### Cell area per tile, run 1

Scale: 4 px per um. 10 x 10 tiles, from black (low) to pale yellow (high), 0 to 100% covered.
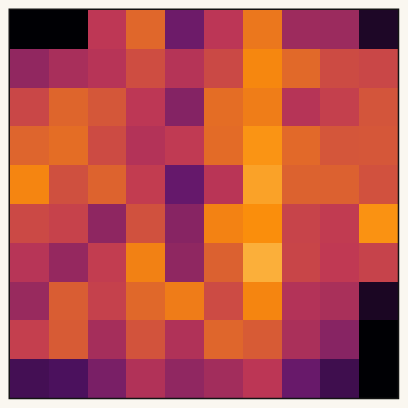
### Signal wires by layer, run 1

Scale: 3 px per um.
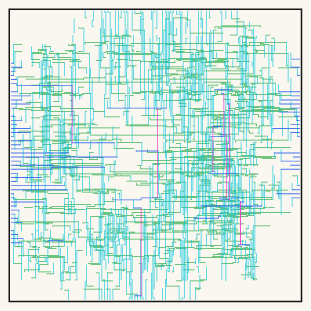
### Clock nets, run 1

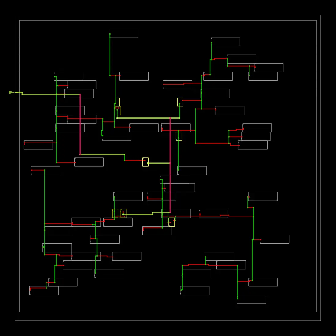
===== src/rtl/lp805x_sfr_arbiter.sv =====
// ---------------------------------------------------------------------------
// lp805x_sfr_arbiter : round-robin sharing of one SFR peripheral port. Rev 1.0
// ---------------------------------------------------------------------------
`default_nettype none

module lp805x_sfr_arbiter #(
  parameter int NREQ    = 2,
  parameter int BUS_W   = 29,
  parameter int TIMEOUT = 64,
  parameter int TO_W    = 7
) (
  input  logic                  clk,
  input  logic                  rst,
  input  logic [NREQ-1:0]       req_valid,
  input  logic [NREQ-1:0]       req_rd,
  input  logic [NREQ*BUS_W-1:0] req_bus,
  output logic [NREQ-1:0]       req_ack,
  output logic [NREQ-1:0]       rsp_valid,
  output logic [7:0]            rsp_data,
  output logic                  rsp_bit,
  output logic                  rsp_err,
  output logic [BUS_W-1:0]      sfr_bus,
  output logic                  sfr_put,
  input  logic                  sfr_wrdy,
  output logic                  sfr_get,
  input  logic                  sfr_rrdy,
  input  logic [7:0]            data_in,
  input  logic                  bit_in,
  output logic                  busy
);

  localparam int IDX_W = (NREQ > 1) ? $clog2(NREQ) : 1;
  localparam logic [TO_W-1:0] TO_LAST = TO_W'(TIMEOUT - 1);

  typedef enum logic [1:0] {
    IDLE  = 2'd0,
    ISSUE = 2'd1,
    WAIT  = 2'd2,
    RESP  = 2'd3
  } state_t;

  state_t           state, state_nxt;
  logic [IDX_W-1:0] rr_ptr, gnt, pick;
  logic             pick_vld;
  logic [BUS_W-1:0] bus_q;
  logic             rd_q;
  logic             ack_pend;
  logic [TO_W-1:0]  cnt;
  logic             grant_en;
  logic             cap_en;
  logic [7:0]       cap_data;
  logic             cap_bit;
  logic             cap_err;

  // Search starts just after the last winner so every requester gets a turn.
  always_comb begin
    int idx;
    logic [IDX_W-1:0] sel;
    idx      = 0;
    sel      = '0;
    pick     = '0;
    pick_vld = 1'b0;
    for (int k = 1; k <= NREQ; k++) begin
      idx = int'(rr_ptr) + k;
      if (idx >= NREQ) idx = idx - NREQ;
      sel = IDX_W'(idx);
      if (!pick_vld && req_valid[sel]) begin
        pick_vld = 1'b1;
        pick     = sel;
      end
    end
  end

  always_comb begin
    state_nxt = state;
    req_ack   = '0;
    rsp_valid = '0;
    sfr_bus   = '0;
    sfr_put   = 1'b0;
    sfr_get   = 1'b0;
    grant_en  = 1'b0;
    cap_en    = 1'b0;
    cap_data  = 8'h00;
    cap_bit   = 1'b0;
    cap_err   = 1'b0;
    case (state)
      IDLE: begin
        // A stale response left over from a timed-out read is flushed first.
        if (sfr_rrdy) begin
          sfr_get = 1'b1;
        end else if (pick_vld) begin
          grant_en  = 1'b1;
          state_nxt = ISSUE;
        end
      end
      ISSUE: begin
        sfr_bus      = bus_q;
        req_ack[gnt] = ack_pend;
        sfr_put      = sfr_wrdy;
        if (sfr_wrdy) state_nxt = rd_q ? WAIT : IDLE;
      end
      WAIT: begin
        sfr_bus = bus_q;
        if (sfr_rrdy) begin
          sfr_get   = 1'b1;
          cap_en    = 1'b1;
          cap_data  = data_in;
          cap_bit   = bit_in;
          state_nxt = RESP;
        end else if (cnt == TO_LAST) begin
          cap_en    = 1'b1;
          cap_err   = 1'b1;
          state_nxt = RESP;
        end
      end
      RESP: begin
        rsp_valid[gnt] = 1'b1;
        state_nxt      = IDLE;
      end
      default: state_nxt = IDLE;
    endcase
  end

  always_ff @(posedge clk or posedge rst) begin
    if (rst) begin
      state    <= IDLE;
      rr_ptr   <= IDX_W'(NREQ - 1);
      gnt      <= '0;
      bus_q    <= '0;
      rd_q     <= 1'b0;
      ack_pend <= 1'b0;
      cnt      <= '0;
      rsp_data <= 8'h00;
      rsp_bit  <= 1'b0;
      rsp_err  <= 1'b0;
    end else begin
      state <= state_nxt;
      if (grant_en) begin
        gnt      <= pick;
        rr_ptr   <= pick;
        bus_q    <= req_bus[int'(pick)*BUS_W +: BUS_W];
        rd_q     <= req_rd[pick];
        ack_pend <= 1'b1;
      end else if (state == ISSUE) begin
        ack_pend <= 1'b0;
      end
      if (state == ISSUE) begin
        cnt <= '0;
      end else if (state == WAIT) begin
        cnt <= cnt + 1'b1;
      end
      if (cap_en) begin
        rsp_data <= cap_data;
        rsp_bit  <= cap_bit;
        rsp_err  <= cap_err;
      end
    end
  end

  assign busy = (state != IDLE);

endmodule

`default_nettype wire


===== config.mk =====
export PLATFORM = sky130hd
export DESIGN_NAME = lp805x_sfr_arbiter
export DESIGN_NICKNAME = d
export VERILOG_FILES = /design/src/rtl/lp805x_sfr_arbiter.sv
export SDC_FILE = /design/constraint.sdc
export NUM_CORES = 1
export LEC_CHECK = 0
export ABC_AREA = 1
export CAP_MARGIN = 10
export CELL_PAD_IN_SITES_DETAIL_PLACEMENT = 1
export CELL_PAD_IN_SITES_GLOBAL_PLACEMENT = 1
export CORE_MARGIN = 1
export CORE_UTILIZATION = 30
export CTS_BUF_LIST = sky130_fd_sc_hd__clkbuf_2
export DETAILED_ROUTE_END_ITERATION = 8
export GPL_ROUTABILITY_DRIVEN = 0
export PLACE_DENSITY = 0.8
export SYNTH_ARGS = -nofsm -noshare
export SYNTH_HDL_FRONTEND = slang
export SYNTH_SLANG_ARGS = --single-unit

===== constraint.sdc =====
create_clock -name clk -period 1.9 [get_ports clk]
set_input_delay 0.38 -clock clk [delete_from_list [all_inputs] [get_ports clk]]
set_output_delay 0.38 -clock clk [all_outputs]
set_load 0.1 [all_outputs]

==> flow_summary_export.csv, run 1 <==
group,metric,value,unit
layout,diodes,0,
timing,min_period,2.15,ns
setup_path,path_buffers,4,
setup_path,crit_end,"sfr_bus[2]",
global_routing,antenna_found_initial,0,
run_status,outcome,"complete, but fails checks",
hold_path,min_path_type,"in2async",
floorplan,coreArea,0.00872,mm2
route,ant_nets,0,
timing,slew_viol_final,0,
layout,top_register,"bus_q",
clocking,htree_levels,2,
clocking,clk_pin_slew,0.26,ns
clocking,cts_max_path_buffers,2,
timing,rsz0062_at_grt,"yes",
timing,post-route-period-util,113,%
timing,setup_viol,35,
route,drt_iter0_drc,66,
job,warnings,33,
synth,ff_type,"dfrtp_1",
route,drc,0,
floorplan,die_y,97.0,um
placed_design,port_buffers,120,
route,vias,2969,
timing,timing.final.ws_setup,-0.248,ns
run_status,failed_checks,"setup timing",
setup_path,cpMaxStageDelayCell,"dfrtp_1",
timing,worstMarginPinSlew,0.389,ns
timing,slew_headroom,73.9,%
setup_path,ff2ff_path_depth,9,
layout,layout-drive-gt1-share,32.2,%
timing,hold_viol,0,
floorplan,ioPinCount,121,
setup_path,endpoint_kind,"output pin",
synth,syn_avg_cell_area,7.45,um2
layout,largest_register_ffs,29,
About 'Cell area per tile':
densest ninth of the die = east
fullest tile = 83%
nearly empty tiles = 4.0%

About 'Signal wires by layer':
blue -> metal 3  # wire length 500 um
magenta -> metal 4  # wire length 175 um
cyan -> metal 2  # wire length 5,340 um
green -> metal 1  # wire length 3,700 um

About 'Clock nets':
flop count: 52
Setup Skew: 0.0213 ns
clk sinks: 52
clock buffers: 7
Num CTS Buffers: 5

[run 1: synthesized netlist by cell type (2+ instances only)]
library cell  number
nand2_1          113
dfrtp_1           51
inv_1             46
nor2_1            42
o21ai_0           37
o21ai_1           28
clkbuf_1           6
ha_1               6
nand3_1            6
a21oi_1            5
buf_1              3
buf_6              3
clkbuf_8           3
nor3_1             3
inv_2              2
[run 1: what timing repair did]
action	in CTS	in global routing
gates resized	32	6
pin swaps	3	4
gates cloned	0	0
buffers inserted	8	4
setup endpoints to repair	35	35
[run 1: cell usage in the layout, fill, tap and decap left out]
cell and count:
a21oi_1 5, buf_12 40, buf_4 29, buf_6 3, buf_8 2, clkbuf_2 7
clkdlybuf4s50_1 74, clkinv_1 2, clkinvlp_4 29, dfrtp_1 51, dfstp_2 1, ha_1 2
ha_4 4, inv_1 10, inv_2 8, inv_6 1, nand2_1 80, nand2_2 31
nand2_4 2, nand3_1 6, nand4_1 1, nor2_1 41, nor2_4 2, nor3_1 1
nor3_4 3, o21a_1 1, o21ai_0 37, o21ai_1 28, o31ai_1 1, xor2_1 1
[run 1: metal layers]
layer  wire length, um  GRT usage [%]
met5                 0              0
met4               174           4.59
met3               499           4.55
met2              5340           40.1
met1              3700           23.9
[run 1: cell families after synthesis]
group | share of synthesized area (%)
compound gates | 13.5
xor+xnor | 0.324
fa+ha+maj | 2.78
buf+inv | 11.0
flops | 48.1
simple gates | 24.2
[run 1: layout make-up]
type / count / area [um2]
clock buffer: 7 / 35.0
clock inverter: 1 / 3.75
fill: 1024 / 3840
inverter: 49 / 298
multi-input combinational: 246 / 1280
sequential: 52 / 1300
tap: 108 / 135
timing repair buffer: 148 / 1820
==> run 2, diff against run 1 <==
--- a/config.mk
+++ b/config.mk
@@ -15,6 +15,7 @@
 export DETAILED_ROUTE_END_ITERATION = 8
 export GPL_ROUTABILITY_DRIVEN = 0
 export PLACE_DENSITY = 0.8
+export SKIP_CTS_REPAIR_TIMING = 1
 export SYNTH_ARGS = -nofsm -noshare
 export SYNTH_HDL_FRONTEND = slang
 export SYNTH_SLANG_ARGS = --single-unit
==> flow_summary_export.csv, run 2 <==
group,metric,value,unit
placed_design,port_buffers,120,
floorplan,coreArea,0.00872,mm2
hold_path,min_path_type,"in2async",
timing,slew_headroom,74.2,%
setup_path,crit_end,"sfr_bus[26]",
route,vias,2883,
synth,most_common_cell,"nand2_1",
setup_path,endpoint_kind,"output pin",
job,warnings,32,
run_status,failed_checks,"setup timing",
synth,syn_avg_cell_area,7.45,um2
synth,common_cells,"113 x nand2_1, 51 x dfrtp_1, 46 x inv_1",
floorplan,die_y,97.0,um
route,drt_iter0_drc,61,
timing,setup_viol,33,
clocking,clock_sinks,52,
layout,layout_top_cells,"85 x nand2_1, 74 x clkdlybuf4s50_1, 51 x dfrtp_1, 41 x nor2_1, 40 x buf_12",
run_status,outcome,"complete, but fails checks",
global_routing,antenna_found_initial,0,
clocking,htree_levels,2,
layout,largest_register_ffs,29,
timing,timing.final.ws_setup,-0.280,ns
clocking,cts_buffers,5,
floorplan,ioPinCount,121,
## run 2: metal layers
metal	track usage (%)	wire, um	up-vias	share of wire [%]
met4	3.79	97	0	1.1
met5	0	0	-	0
li1	-	-	1376	-
met2	37.3	4990	81	55
met1	22.5	3600	1416	39
met3	4.48	457	10	5.0
## run 2: area by class of cell
cell class | instances | area share [%]
timing repair buffer | 139 | 36.8
sequential | 52 | 27.3
multi-input combinational | 246 | 26.1
inverter | 49 | 6.20
tap | 108 | 2.84
clock buffer | 7 | 0.735
clock inverter | 1 | 0.0788
## run 2: stage by stage
| step | std cells | setup TNS [ns] | hold slack [ns] | area, um2 |
|---|---|---|---|---|
| finish | 602 | -7.85 | 0.198 | 4770 |
| global route | 602 | -11.84 | 0.159 | 4770 |
| CTS | 600 | -13.39 | 0.188 | 4660 |
| detailed placement | 592 | 0 | 0.466 | 4620 |
| global placement | 592 | 0 | 0.463 | 4620 |
| floorplan | 363 | -1.35 | 0.442 | 2910 |
## run 2: cell families after synthesis
logic type | after synthesis | share of synthesized area (%)
AND/OR/NAND/NOR | 167 | 24.2
AND-OR/OR-AND | 72 | 13.5
buffers and inverters | 65 | 11.0
flip-flops | 52 | 48.1
adder cells (fa/ha/maj) | 6 | 2.78
XOR/XNOR | 1 | 0.324
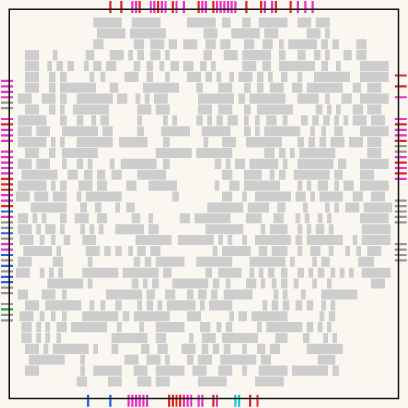
*I/O pins on the die edge, run 2*
Scale: 4 px per um. Pins as bars across the die edge, other pins in grey.
blue -> rsp_data  # pins 8, direction output, edge 6 west, 2 south
magenta -> req_bus  # pins 58, direction input, edge 21 north, 18 west, 12 south, 7 east
green -> bit_in  # pins 1, direction input, edge west
red -> sfr_bus  # pins 29, direction output, edge 11 north, 7 south, 6 east, 5 west
cyan -> req_ack  # pins 2, direction output, edge south
all pins by edge = 42 west, 32 north, 24 east, 23 south

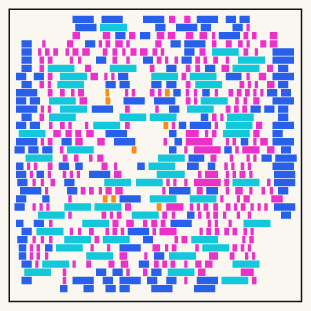
*Placement by cell class, run 2*
Scale: 3 px per um.
magenta -> combinational and other logic  # cells 295, share of their area 33%
orange -> clock drivers and dummy loads  # cells 8, share of their area 0.84%
blue -> remaining buffers and delay cells  # cells 139, share of their area 38%
cyan -> sequential cells  # cells 52, share of their area 28%

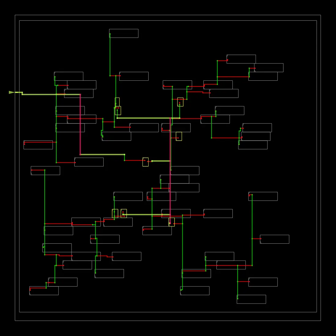
*Clock nets, run 2*
clk_lat worst skew: 0.42 ns
Setup Skew: 0.0181 ns

